**Run 1: clock routing**

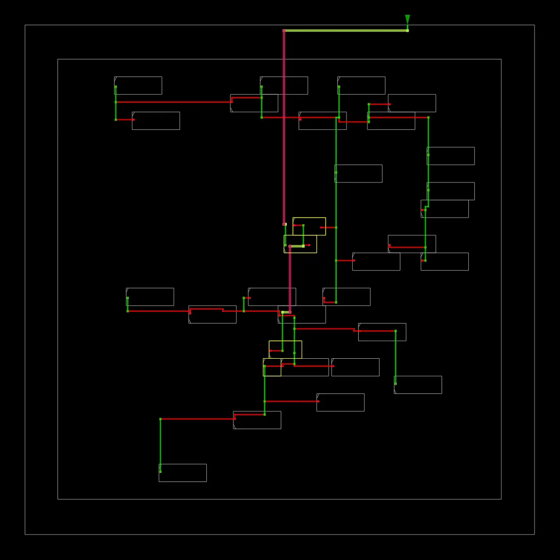
**Run 1: gate-type map**

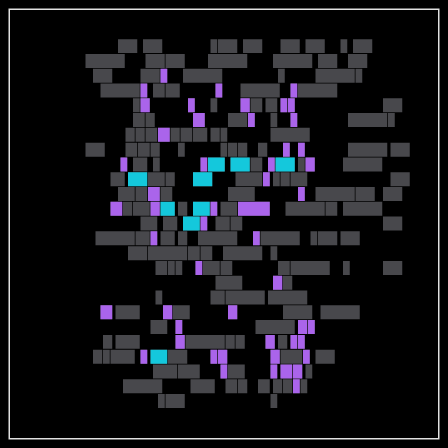
**Run 1: signal metal coverage by tile**

The die is cut into 16 by 16 equal tiles; white is low, dark blue is high, scaled to the fullest tile. Values are wire area over tile area, all layers added.
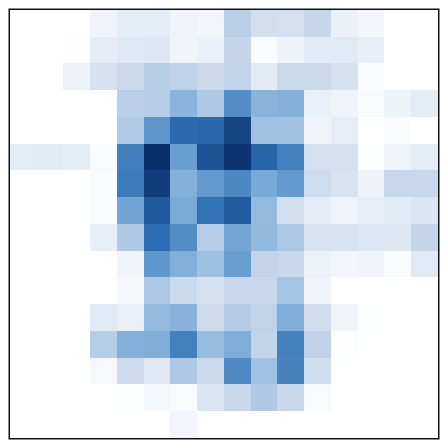
[src/rtl/fps_seq_pkg.sv]
// fps_pkg: state encoding, registered-output bundle, default iteration limits and saturating increment
package fps_pkg;
  typedef enum logic [3:0] {
    S_IDLE, S_F1, S_F2, S_F4, S_F5, S_F6, S_F7, S_F8, S_F9, S_F10, S_F13, S_END
  } state_t;
  localparam int NORM_LIMIT_DEF = 40;
  localparam int LOOP_LIMIT_DEF = 63;
  typedef struct packed {
    logic f2, f4, f5, f6, f7, f8, f10, f9, f13, strob, strob2, clr0, busy, done, err;
  } out_t;
  function automatic logic [5:0] sat_inc(input logic [5:0] v);
    return &v ? v : v + 6'd1;
  endfunction
endpackage

[src/rtl/fps_seq_if.sv]
// fps_if: start/class/F-PM status inputs and phase-line/strobe/completion outputs of fps_seq
interface fps_if;
  logic start, ss, af_sf, mw_mf, dw_df, fic_z, g, ok, nz;
  logic f2_, f4_, f5_, f6_, f7_, f8_, f10_, f9, f13, strob_fp, strob2_fp, _0_f, busy, done, err;
  modport slave (
    input  start, ss, af_sf, mw_mf, dw_df, fic_z, g, ok, nz,
    output f2_, f4_, f5_, f6_, f7_, f8_, f10_, f9, f13, strob_fp, strob2_fp, _0_f, busy, done, err
  );
  modport master (
    output start, ss, af_sf, mw_mf, dw_df, fic_z, g, ok, nz,
    input  f2_, f4_, f5_, f6_, f7_, f8_, f10_, f9, f13, strob_fp, strob2_fp, _0_f, busy, done, err
  );
endinterface

[src/rtl/fps_seq_itcnt.sv]
// fps_itcnt: 6-bit clear/increment/saturate counter; hit = post-increment value has reached limit
module fps_itcnt
  import fps_pkg::*;
(
  input  logic       clk,
  input  logic       rst_,
  input  logic       clr,
  input  logic       inc,
  input  logic [5:0] limit,
  output logic       hit
);
  logic [5:0] cnt_q, cnt_d;
  always_comb cnt_d = clr ? 6'd0 : inc ? sat_inc(cnt_q) : cnt_q;
  assign hit = sat_inc(cnt_q) >= limit;
  always_ff @(posedge clk) cnt_q <= !rst_ ? 6'd0 : cnt_d;
endmodule

[src/rtl/fps_seq.sv]
// fps_seq: FPU phase sequencer; ports __clk, rst_ (sync active-low), bus (fps_if.slave: start/class/status in, phases/strobes/done/err out)
module fps_seq
  import fps_pkg::*;
#(
  parameter int NORM_LIMIT = NORM_LIMIT_DEF,
  parameter int LOOP_LIMIT = LOOP_LIMIT_DEF
) (
  input logic  __clk,
  input logic  rst_,
  fps_if.slave bus
);
  state_t state_q, state_d;
  logic sub_q, sub_d, err_q, err_d, clr, inc, hit, ph;
  logic [5:0] limit;
  out_t out_q, out_d;
  assign limit = state_q == S_F8 ? 6'(LOOP_LIMIT) : 6'(NORM_LIMIT);
  assign clr = state_d != state_q && (state_d == S_F8 || state_d == S_F10);
  fps_itcnt u_itcnt (.clk(__clk), .rst_(rst_), .clr(clr), .inc(inc), .limit(limit), .hit(hit));
  always_comb begin
    state_d = state_q;
    sub_d = 1'b0;
    err_d = err_q;
    inc = 1'b0;
    if (state_q == S_IDLE) begin
      if (bus.start) begin
        state_d = S_F1;
        err_d = 1'b0;
      end
    end else if (state_q == S_END) state_d = S_IDLE;
    else if (!sub_q) sub_d = 1'b1;
    else
      case (state_q)
        S_F1: state_d = S_F2;
        S_F2: state_d = S_F4;
        S_F4: state_d = bus.af_sf ? S_F5 : (bus.mw_mf | bus.dw_df) ? S_F8 : S_F6;
        S_F5: state_d = bus.g ? S_F10 : bus.fic_z ? S_F6 : S_F8;
        S_F6: state_d = S_F7;
        S_F7, S_F9: state_d = bus.ss ? S_END : S_F10;
        S_F8: begin
          inc = 1'b1;
          if (bus.fic_z) state_d = bus.af_sf ? S_F6 : bus.dw_df ? S_F9 : S_F10;
          else if (hit) begin
            state_d = S_END;
            err_d = 1'b1;
          end
        end
        S_F10: begin
          inc = 1'b1;
          if (bus.ok || !bus.nz) state_d = S_F13;
          else if (hit) begin
            state_d = S_F13;
            err_d = 1'b1;
          end
        end
        default: state_d = S_END;
      endcase
  end
  assign ph = !(state_q inside {S_IDLE, S_F1, S_END});
  always_comb begin
    out_d = '0;
    out_d.f2 = state_q == S_F2;
    out_d.f4 = state_q == S_F4;
    out_d.f5 = state_q == S_F5;
    out_d.f6 = state_q == S_F6;
    out_d.f7 = state_q == S_F7;
    out_d.f8 = state_q == S_F8;
    out_d.f10 = state_q == S_F10;
    out_d.f9 = state_q == S_F9;
    out_d.f13 = state_q == S_F13;
    out_d.strob = ph && !sub_q;
    out_d.strob2 = ph && sub_q;
    out_d.clr0 = state_q == S_F1;
    out_d.busy = state_q != S_IDLE;
    out_d.done = state_q == S_END;
    out_d.err = err_q;
  end
  always_ff @(posedge __clk)
    if (!rst_) begin
      state_q <= S_IDLE;
      sub_q <= 1'b0;
      err_q <= 1'b0;
      out_q <= '0;
    end else begin
      state_q <= state_d;
      sub_q <= sub_d;
      err_q <= err_d;
      out_q <= out_d;
    end
  assign bus.f2_ = ~out_q.f2;
  assign bus.f4_ = ~out_q.f4;
  assign bus.f5_ = ~out_q.f5;
  assign bus.f6_ = ~out_q.f6;
  assign bus.f7_ = ~out_q.f7;
  assign bus.f8_ = ~out_q.f8;
  assign bus.f10_ = ~out_q.f10;
  assign bus.f9 = out_q.f9;
  assign bus.f13 = out_q.f13;
  assign bus.strob_fp = out_q.strob;
  assign bus.strob2_fp = out_q.strob2;
  assign bus._0_f = out_q.clr0;
  assign bus.busy = out_q.busy;
  assign bus.done = out_q.done;
  assign bus.err = out_q.err;
endmodule

[src/flat_wrapper.sv]
// flat-port wrapper written by rule: the top's interface ports become plain ports
module fps_seq_flat import fps_pkg::*;
#(
  parameter int NORM_LIMIT = NORM_LIMIT_DEF,
  parameter int LOOP_LIMIT = LOOP_LIMIT_DEF
)
  (__clk, rst_, bus_start, bus_ss, bus_af_sf, bus_mw_mf, bus_dw_df, bus_fic_z, bus_g, bus_ok, bus_nz, bus_f2_, bus_f4_, bus_f5_, bus_f6_, bus_f7_, bus_f8_, bus_f10_, bus_f9, bus_f13, bus_strob_fp, bus_strob2_fp, bus__0_f, bus_busy, bus_done, bus_err);
  fps_if bus_i ();
  input logic __clk;
  input logic rst_;
  input wire logic [$bits(bus_i.start)-1:0] bus_start;
  input wire logic [$bits(bus_i.ss)-1:0] bus_ss;
  input wire logic [$bits(bus_i.af_sf)-1:0] bus_af_sf;
  input wire logic [$bits(bus_i.mw_mf)-1:0] bus_mw_mf;
  input wire logic [$bits(bus_i.dw_df)-1:0] bus_dw_df;
  input wire logic [$bits(bus_i.fic_z)-1:0] bus_fic_z;
  input wire logic [$bits(bus_i.g)-1:0] bus_g;
  input wire logic [$bits(bus_i.ok)-1:0] bus_ok;
  input wire logic [$bits(bus_i.nz)-1:0] bus_nz;
  output wire logic [$bits(bus_i.f2_)-1:0] bus_f2_;
  output wire logic [$bits(bus_i.f4_)-1:0] bus_f4_;
  output wire logic [$bits(bus_i.f5_)-1:0] bus_f5_;
  output wire logic [$bits(bus_i.f6_)-1:0] bus_f6_;
  output wire logic [$bits(bus_i.f7_)-1:0] bus_f7_;
  output wire logic [$bits(bus_i.f8_)-1:0] bus_f8_;
  output wire logic [$bits(bus_i.f10_)-1:0] bus_f10_;
  output wire logic [$bits(bus_i.f9)-1:0] bus_f9;
  output wire logic [$bits(bus_i.f13)-1:0] bus_f13;
  output wire logic [$bits(bus_i.strob_fp)-1:0] bus_strob_fp;
  output wire logic [$bits(bus_i.strob2_fp)-1:0] bus_strob2_fp;
  output wire logic [$bits(bus_i._0_f)-1:0] bus__0_f;
  output wire logic [$bits(bus_i.busy)-1:0] bus_busy;
  output wire logic [$bits(bus_i.done)-1:0] bus_done;
  output wire logic [$bits(bus_i.err)-1:0] bus_err;
  assign bus_i.start = bus_start;
  assign bus_i.ss = bus_ss;
  assign bus_i.af_sf = bus_af_sf;
  assign bus_i.mw_mf = bus_mw_mf;
  assign bus_i.dw_df = bus_dw_df;
  assign bus_i.fic_z = bus_fic_z;
  assign bus_i.g = bus_g;
  assign bus_i.ok = bus_ok;
  assign bus_i.nz = bus_nz;
  assign bus_f2_ = bus_i.f2_;
  assign bus_f4_ = bus_i.f4_;
  assign bus_f5_ = bus_i.f5_;
  assign bus_f6_ = bus_i.f6_;
  assign bus_f7_ = bus_i.f7_;
  assign bus_f8_ = bus_i.f8_;
  assign bus_f10_ = bus_i.f10_;
  assign bus_f9 = bus_i.f9;
  assign bus_f13 = bus_i.f13;
  assign bus_strob_fp = bus_i.strob_fp;
  assign bus_strob2_fp = bus_i.strob2_fp;
  assign bus__0_f = bus_i._0_f;
  assign bus_busy = bus_i.busy;
  assign bus_done = bus_i.done;
  assign bus_err = bus_i.err;
  fps_seq #(.NORM_LIMIT(NORM_LIMIT), .LOOP_LIMIT(LOOP_LIMIT)) u_core (.__clk(__clk), .rst_(rst_), .bus(bus_i));
endmodule
[config.mk]
export PLATFORM = sky130hd
export DESIGN_NAME = fps_seq_flat
export DESIGN_NICKNAME = d
export VERILOG_FILES = /design/src/rtl/fps_seq_pkg.sv /design/src/rtl/fps_seq_if.sv /design/src/rtl/fps_seq_itcnt.sv /design/src/rtl/fps_seq.sv /design/src/flat_wrapper.sv
export SDC_FILE = /design/constraint.sdc
export NUM_CORES = 1
export LEC_CHECK = 0
export CORE_MARGIN = 5
export CORE_UTILIZATION = 32
export CTS_CLUSTER_SIZE = 28
export DETAILED_ROUTE_END_ITERATION = 6
export PLACE_DENSITY = 0.52
export SLEW_MARGIN = 10
export SYNTH_ARGS = -nofsm -noshare
export SYNTH_HDL_FRONTEND = slang
export SYNTH_SLANG_ARGS = --single-unit
[constraint.sdc]
create_clock -name __clk -period 6 [get_ports __clk]
set_input_delay 1.2 -clock __clk [delete_from_list [all_inputs] [get_ports __clk]]
set_output_delay 1.2 -clock __clk [all_outputs]
set_load 0.01 [all_outputs]
==> run summary, run 1 <==
Reg2reg start - u_core.u_itcnt.cnt_q[0]
Power per cell area - 231 nW/µm²
TritonCTS clock tree - yes
Placement Rows - 25
# nets final - 230
Count of instantiated cells in the yosys netlist - 194
Startpoint of the worst setup timing path - u_core.u_itcnt.cnt_q[0]
Number of cells after detailed placement - 263
Slowest stage cell on the critical path - dfxtp_1
Slew @ Worst Pin - 861 ps
Post-synth tally of flip-flops with integrated enable - 0
Leading register cell type out of synthesis - dfxtp_1
Type of the most critical hold path - reg -> reg
Delay of the slowest cell on the worst path - 470 ps
Capture point of the critical path - u_core.u_itcnt.cnt_q[0]
Synthesized cell area - 1510 µm²
Post-layout power - 424 µW
Detailed Route Iter0 Violations - 122
Layout cells sized above 1 - 6.57%
Distinct lib cells - 50
Total vias in the final route - 1,376
Highest-count cells in the layout ignoring fill and taps - nor2_1 (31), dfxtp_1 (27), clkdlybuf4s50_1 (25)
RSZ-0062 raised after global routing - false
GP Congestion - 0.810
Number of gates on the worst path with buffers counted - 13
Amount of wire on met2 after detailed routing - 1500 µm
Detailed-route wire length - 3480 µm
Share of total power consumed by net switching - 32.2%
Met2 routing resource usage after global routing - 18.3%
Number of buffers added by the clock tree synthesis step - 3
Kind of capture point of the worst setup path - flop
PortBufs - 25
Largest net degree at the start of global routing - 23
Combinational Power Share - 24.5%
Routed vias/inst - 5.15
Worst Path Max Fanout - 6
Final tally of max-slew violations - 0
Fillcell total - 478
Die x size - 78.7 µm
Warnings from Yosys - 0
Power dissipated by switching net loads - 137 µW
Buf/Inv on CP - 0
Number of failing setup endpoints in the final timing report - 0
Summed negative setup slack over all endpoints - 0 ps
CTS hold repair buffers - 0
CTS resizes - 0
Post-synthesis register bit count - 27
Clk network pwr share - 24.6%
Tot GR Track Use - 11.9%
Startpoint type of the worst setup path - flop
Most repeated cell in the gate-level netlist after synthesis - nor2_1
Category of cells accounting for the largest share of critical-path delay - simple AND/OR/NAND/NOR gates
Endpoint of the most critical register-to-register path - u_core.u_itcnt.cnt_q[0]
Initial antenna violation count - 0
Most frequently placed logic cell in the final layout - nor2_1
Met3 demand-to-capacity share in global routing - 1.81%
Startpoint-to-endpoint class of the critical path - reg -> reg
Max Root-Sink Buffers - 2
Die Outline Area - 6200 µm²
Yosys top cell by area - dfxtp_1
Post-synthesis cell count - 194
Post-DP HPWL - 2700 µm
Area fraction in mux cells - 2.81%
Worst hold slack - 464 ps
Max-cap violations - 0
Flop-to-flop setup slack - 2520 ps
Congestion Overflow GR - 0
Height of the die - 78.7 µm
OpenROAD warnings - 26
R2R depth - 13
Number of global-route vias before repair - 1,284
Buffers inserted by post-CTS timing repair - 0
Worst ir drop on vdd - 0.117 mV
Non-filler cells, final - 267
First-pass iteration count of the detailed router - 4
Worst-case headroom to the max-slew limit - 42.4%
Post-placement worst setup slack - 2470 ps
Basic-gate share of the synthesized area counting and, or, nand and nor cells - 30.5%
Synth Net Count - 210
DRC violations left - 0
Post-Route Skew - 3.74 ps
CORE AREA - 4660 µm²
Complex-gate fraction of the synthesized area - 19.4%
Total internal power - 288 µW
Worst Slack Setup Final - 2520 ps
Cell repeated most along the worst path - nand2_1
Portion of the clock cycle consumed by the worst path in the final layout - 58.0%
Library cell used as clock root buffer - clkbuf_8
Clock H-tree levels - 1
Run status - completed
Time the worst path needs with I/O delays and setup - 3480 ps
Seq pwr share - 50.9%
Proportion of synthesized chip area in sequential cells - 35.8%
Amount of wire on met3 after detailed routing - 141 µm
Met1 routed wirelength after detailed routing - 1790 µm
Dpl cell area - 1790 µm²
Mean instance size in the synthesized netlist - 7.79 µm²
Max Fclk - 0.287 GHz
Area growth syn-to-layout - 21.5%
Async S/R FF share, synth - 0%
Highest metal used - met4
Fraction of post-synthesis cell area in the top cell type by area - 35.8%
Most crowded layer after global routing - met2
Number of ports placed on the die boundary - 26
Top area cells in the synthesized netlist - dfxtp_1 (36%), nor2_1 (7.7%), nor3_1 (4.3%)
Commonest cells in the synthesized netlist - nor2_1 (31), dfxtp_1 (27), nand2_1 (13), nor3_1 (13), a21oi_1 (12)
Met1 Track Usage GR - 17.2%
Clock-pin slew on the worst setup and hold paths - 90 ps
Antenna viol nets, final - 0
Post-Route Utilization - 39.4%
Required time of the critical path - 6150 ps
Largest family of logic cells by area - simple AND/OR/NAND/NOR gates
XORs/XNORs by Area - 1.74%
Total leakage power - 0.000666 µW
Area reported by Yosys stat - 1510 µm²
Cell area after layout - 1840 µm²
Adder-cell share of the synthesized area - 4.14%
ANT cells - 0
Global-route wire length before repair - 6040 µm
Wire length per cell - 13.0 µm
Total count of hold-check failures in the final report - 0
Initial Util - 32.4%
Critical Path AT - 3630 ps
Critical Path, Cell by Cell - ha_1, nand2_1, nor2_1, mux2_2, ha_1, nand2_1, o21ai_0, a31o_2, nand2_1, a31o_1, or3_1, a21oi_2, nor3_1
Back to the opening pictures, 'clock routing':
clock latency on the worst-skew pair: 270 ps
num sequential: 27
number of clock sinks seen by CTS: 27
clk_buf instances: 3

Back to the opening pictures, 'gate-type map':
non-inverting ao/oa cells -> cyan  # cells 9, most used a31o_2, where middle
nor cells -> purple  # cells 51, most used nor2_1

Back to the opening pictures, 'signal metal coverage by tile':
densest ninth of the die = middle
mean over tiles = 0.088
fullest tile = 0.46

## run 1: how the worst min path moves through the flow
stage / start / end / slack (ps) / cells past startpoint
2_1_floorplan: u_core.err_q / u_core.bus.err / 430 / 1
4_1_cts: u_core.err_q / u_core.bus.err / 470 / 1
3_5_place_dp: u_core.err_q / u_core.bus.err / 450 / 1
3_3_place_gp: u_core.err_q / u_core.bus.err / 450 / 1
6_report: u_core.err_q / u_core.bus.err / 460 / 1
5_1_grt: u_core.err_q / u_core.bus.err / 520 / 1
## run 1: worst reg2reg max path: cells and delay by family (launching register included)
kind                       cells  cell delay (ps)
AOI/OAI and AO/OA              4              890
adders and majority gates      2              540
DFF                            1              470
and+or+nand+nor                6             1060
muxes                          1              400
## run 1: flip-flops by register name, summed over array words and instances, names as in the netlist
| name | count |
|---|---|
| u_core.bus.strob2_fp | 1 |
| u_core.out_q | 7 |
| u_core.bus.busy | 1 |
| u_core.state_q | 4 |
| u_core.bus.strob_fp | 1 |
| u_core.bus.done | 1 |
| u_core.u_itcnt.cnt_q | 6 |
| u_core.err_q | 1 |
| u_core.bus.f9 | 1 |
| u_core.sub_q | 1 |
| u_core.bus.f13 | 1 |
| u_core.bus.err | 1 |
| u_core.bus._0_f | 1 |
## run 1: final cells by class
cell class                      count  area [µm²]  share of cell area (%)
Multi-Input combinational cell    145         885                    48.2
Sequential cell                    27         541                    29.4
Clock buffer                        3        41.3                    2.25
Tap cell                           54        67.6                    3.68
Clock inverter                      1        7.51                   0.409
Timing Repair Buffer               25         250                    13.6
Inverter                           12        45.0                    2.45
## run 1: power groups by stage
stage	logic (µW)	registers, µW	clock network (µW)
finish	104	216	105
global route	117	219	118
CTS	105	215	109
detailed placement	104	219	0
global placement	106	221	0
floorplan	86.9	202	0
==> run 2, diff against run 1 <==
Settings changed: PLACE_DENSITY 0.52 to 0.54.
Clock period 6 ns to 2.85 ns, I/O delays scaled along.
**Run 2: gate-type map**

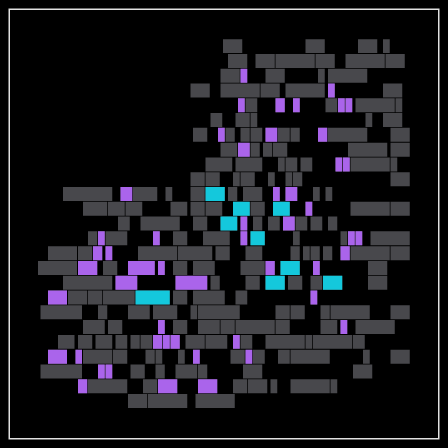
nor cells -> purple  # cells 51, most used nor2_1
non-inverting ao/oa cells -> cyan  # cells 9, where middle

**Run 2: signal metal coverage by tile**

The die is cut into 16 by 16 equal tiles; white is low, dark blue is high, scaled to the fullest tile. Values are wire area over tile area, all layers added.
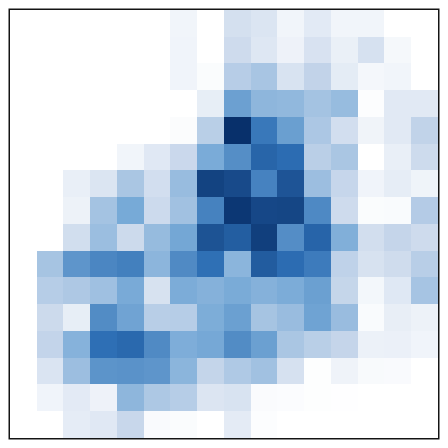
mean over tiles = 0.11
tiles over half the peak = 18%
fullest tile = 0.43
densest ninth of the die = middle
emptiest ninth of the die = top left
nearly empty tiles = 29%

==> run 2 against run 1 <==
First-iteration DRC count up 11%; global-route usage up 1.7 points; core utilization up 7.9 points; critical endpoint is now u_core.u_itcnt.cnt_q[3]; largest cell class unchanged; largest power group unchanged.
==> run summary, run 2 <==
Sequential cell area - 543 µm²
Synthesized cell area - 1510 µm²
Run status - completed
Library cell used as clock root buffer - clkbuf_8
Fraction of post-synthesis cell area in the top cell type by area - 35.8%
Non-clock buffers, area share - 21.0%
Post-synthesis cell count - 194
Hold path startpoint - u_core.err_q
Highest-count cells in the layout ignoring fill and taps - nor2_1 (30), clkdlybuf4s50_1 (25), dfxtp_1 (25)
Clk network pwr share - 22.7%
Max Root-Sink Buffers - 2
Die x size - 78.7 µm
Total internal power - 649 µW
Detailed-route wire length - 4130 µm
Worst hold slack - 460 ps
Most frequently placed logic cell in the final layout - nor2_1
Dpl cell area - 1970 µm²
Num sequential - 27
Non-filler cells, final - 294
OpenROAD warnings - 27
Final tally of max-slew violations - 0
Die Outline Area - 6200 µm²
Power per cell area - 437 nW/µm²
Tot GR Track Use - 13.6%
Portion of the clock cycle consumed by the worst path in the final layout - 96.8%
Registers with the most flip-flops - u_core.out_q x7, u_core.u_itcnt.cnt_q x6, u_core.state_q x4
Critical Path AT - 2900 ps
Clock latency on the worst-skew pair - 270 ps
Seq pwr share - 43.6%
Slew @ Worst Pin - 574 ps
Startpoint-to-endpoint class of the critical path - reg -> reg
Share of total power consumed by net switching - 32.7%
Power dissipated by switching net loads - 316 µW
Largest net degree at the start of global routing - 20
Cell area after layout - 2210 µm²
Max reg flops - 7
Mean instance size in the synthesized netlist - 7.79 µm²
ANT cells - 0
Critical Path, Cell by Cell - ha_4, nand2_4, nor2_4, mux2_4, ha_4, nand2_2, o21ai_2, a31o_4, nand2_4, a31o_1, or3_4, a21oi_4, buf_6, a2111oi_2
Worst-case headroom to the max-slew limit - 61.6%
Worst Path Max Fanout - 4
Placement Rows - 25
Buf/Inv on CP - 1
Post-synthesis register bit count - 27
TritonCTS clock tree - yes
Biggest Area Class - combinational gates
Height of the die - 78.7 µm
Sequential share of cell area - 24.6%
Type of the most critical hold path - reg -> reg
Clk_buf instances - 4
R2R depth - 14
Layout cells sized above 1 - 25.4%
Number of buffers added by the clock tree synthesis step - 3
Antenna viol nets, final - 0
Inverter tally of the final layout excluding the clock network - 12
DRC violations left - 0
Non-clock buffer total of the final layout - 52
Flop-to-flop setup slack - 90 ps
Slowest stage cell on the critical path - dfxtp_2
Num tapcells - 54
Most repeated cell in the gate-level netlist after synthesis - nor2_1
Number of cells after detailed placement - 285
Initial antenna violation count - 0
Worst hold path endpoint - u_core.bus.err
Most flops, register - u_core.out_q
Total vias in the final route - 1,532
CORE AREA - 4660 µm²
Post-Route Utilization - 47.3%
Clock H-tree levels - 1
Logic share of the area - 47.2%
Max-cap violations - 0
Category of cells accounting for the largest share of critical-path delay - AND-OR/OR-AND gates
Total count of hold-check failures in the final report - 0
Congestion Overflow GR - 0
Initial Util - 32.4%
Post-placement worst setup slack - -167 ps
Relative area of clock buffers and inverters in the final design - 2.04%
Fillcell total - 447
RSZ-0062 raised after global routing - true
Total leakage power - 0.000861 µW
Yosys top cell by area - dfxtp_1
Total area of multi-input combinational cells - 1040 µm²
Kind of capture point of the worst setup path - flop
Commonest cells in the synthesized netlist - nor2_1 (31), dfxtp_1 (27), nand2_1 (13), nor3_1 (13), a21oi_1 (12)
Detailed Route Iter0 Violations - 136
Global-route wire length before repair - 6780 µm
Synth Net Count - 210
Reg2reg start - u_core.u_itcnt.cnt_q[0]
Required time of the critical path - 2990 ps
Summed negative setup slack over all endpoints - 0 ps
# nets final - 257
Routed vias/inst - 5.21
Instance count along the most critical hold path - 1
Leading register cell type out of synthesis - dfxtp_1
Post-synth tally of flip-flops with integrated enable - 0
Warnings from Yosys - 0
Area growth syn-to-layout - 45.9%
Post-layout power - 964 µW
Number of global-route vias before repair - 1,457
Distinct lib cells - 50
Multi-Input Combinational - 145
Count of instantiated cells in the yosys netlist - 194
Top area cells in the synthesized netlist - dfxtp_1 (36%), nor2_1 (7.7%), nor3_1 (4.3%)
Area reported by Yosys stat - 1510 µm²
Wire length per cell - 14.0 µm
Number of failing setup endpoints in the final timing report - 0
Async S/R FF share, synth - 0%
Worst Slack Setup Final - 92.2 ps
First-pass iteration count of the detailed router - 4
Time the worst path needs with I/O delays and setup - 2760 ps
GP Congestion - 0.835
Proportion of synthesized chip area in sequential cells - 35.8%
Combinational Power Share - 33.7%
Startpoint type of the worst setup path - flop
Post-Route Skew - 4.17 ps
Post-DP HPWL - 3080 µm
Max Fclk - 0.363 GHz
Endpoint of the most critical register-to-register path - u_core.u_itcnt.cnt_q[3]
Number of clock sinks seen by CTS - 27
Delay of the slowest cell on the worst path - 370 ps
Worst ir drop on vdd - 0.216 mV
Clock-pin slew on the worst setup and hold paths - 90 ps
**Run 2: port wiring**

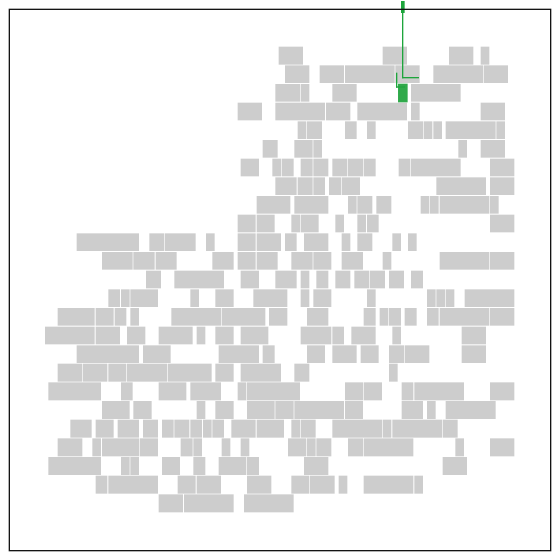
bus_f4_ -> green  # bits 1, direction output, edge top, end cells 1, wire 15.2 µm
PortBufs: 25
number of ports placed on the die boundary: 26

run 2: cell counts after synthesis:
Identical to the previous run, type by type.
run 2: how the worst max path moves through the flow:
stage / start / endpoint / cells past startpoint
3_5_place_dp: u_core.u_itcnt.cnt_q[0] / u_core.u_itcnt.cnt_q[5] / 13
2_1_floorplan: u_core.u_itcnt.cnt_q[0] / u_core.u_itcnt.cnt_q[0] / 13
3_3_place_gp: u_core.u_itcnt.cnt_q[0] / u_core.u_itcnt.cnt_q[1] / 13
5_1_grt: u_core.u_itcnt.cnt_q[0] / u_core.u_itcnt.cnt_q[3] / 15
4_1_cts: u_core.u_itcnt.cnt_q[0] / u_core.u_itcnt.cnt_q[1] / 13
6_report: u_core.u_itcnt.cnt_q[0] / u_core.u_itcnt.cnt_q[3] / 14
run 2: power groups by stage:
stage	Combinational [µW]	Sequential (µW)	Clock (µW)
after floorplan	188	425	0
after CTS	306	418	231
after detailed placement	296	427	0
final	325	420	219
after global placement	297	428	0
after global routing	355	424	252
run 2: kinds of logic (layout without fill, tap and decap cells):
logic type | Yosys count | in the layout | synth area share (%)
AND/OR/NAND/NOR | 91 | 91 | 30.5
AND-OR/OR-AND | 42 | 42 | 19.4
flip-flops | 27 | 27 | 35.8
buffers and inverters | 22 | 68 | 5.71
adder cells (fa/ha/maj) | 5 | 5 | 4.14
multiplexers | 4 | 4 | 2.81
XOR/XNOR | 3 | 3 | 1.74
run 2: per-layer routing:
metal,GRT usage (%),vias to the layer above,share of wire (%)
li1,-,780,-
met1,16.8,711,43
met2,23.4,35,50
met3,2.04,6,4.2
met4,5.94,0,2.1
met5,0,-,0
run 2: what timing repair did:
item / CTS / global route
hold buffers: 0 / 0
gates resized: 13 / 17
buffers inserted: 1 / 4
setup endpoints to repair: 7 / 7
pin swaps: 11 / 14
No activity file was given, so power comes from the tool's default toggle rates.
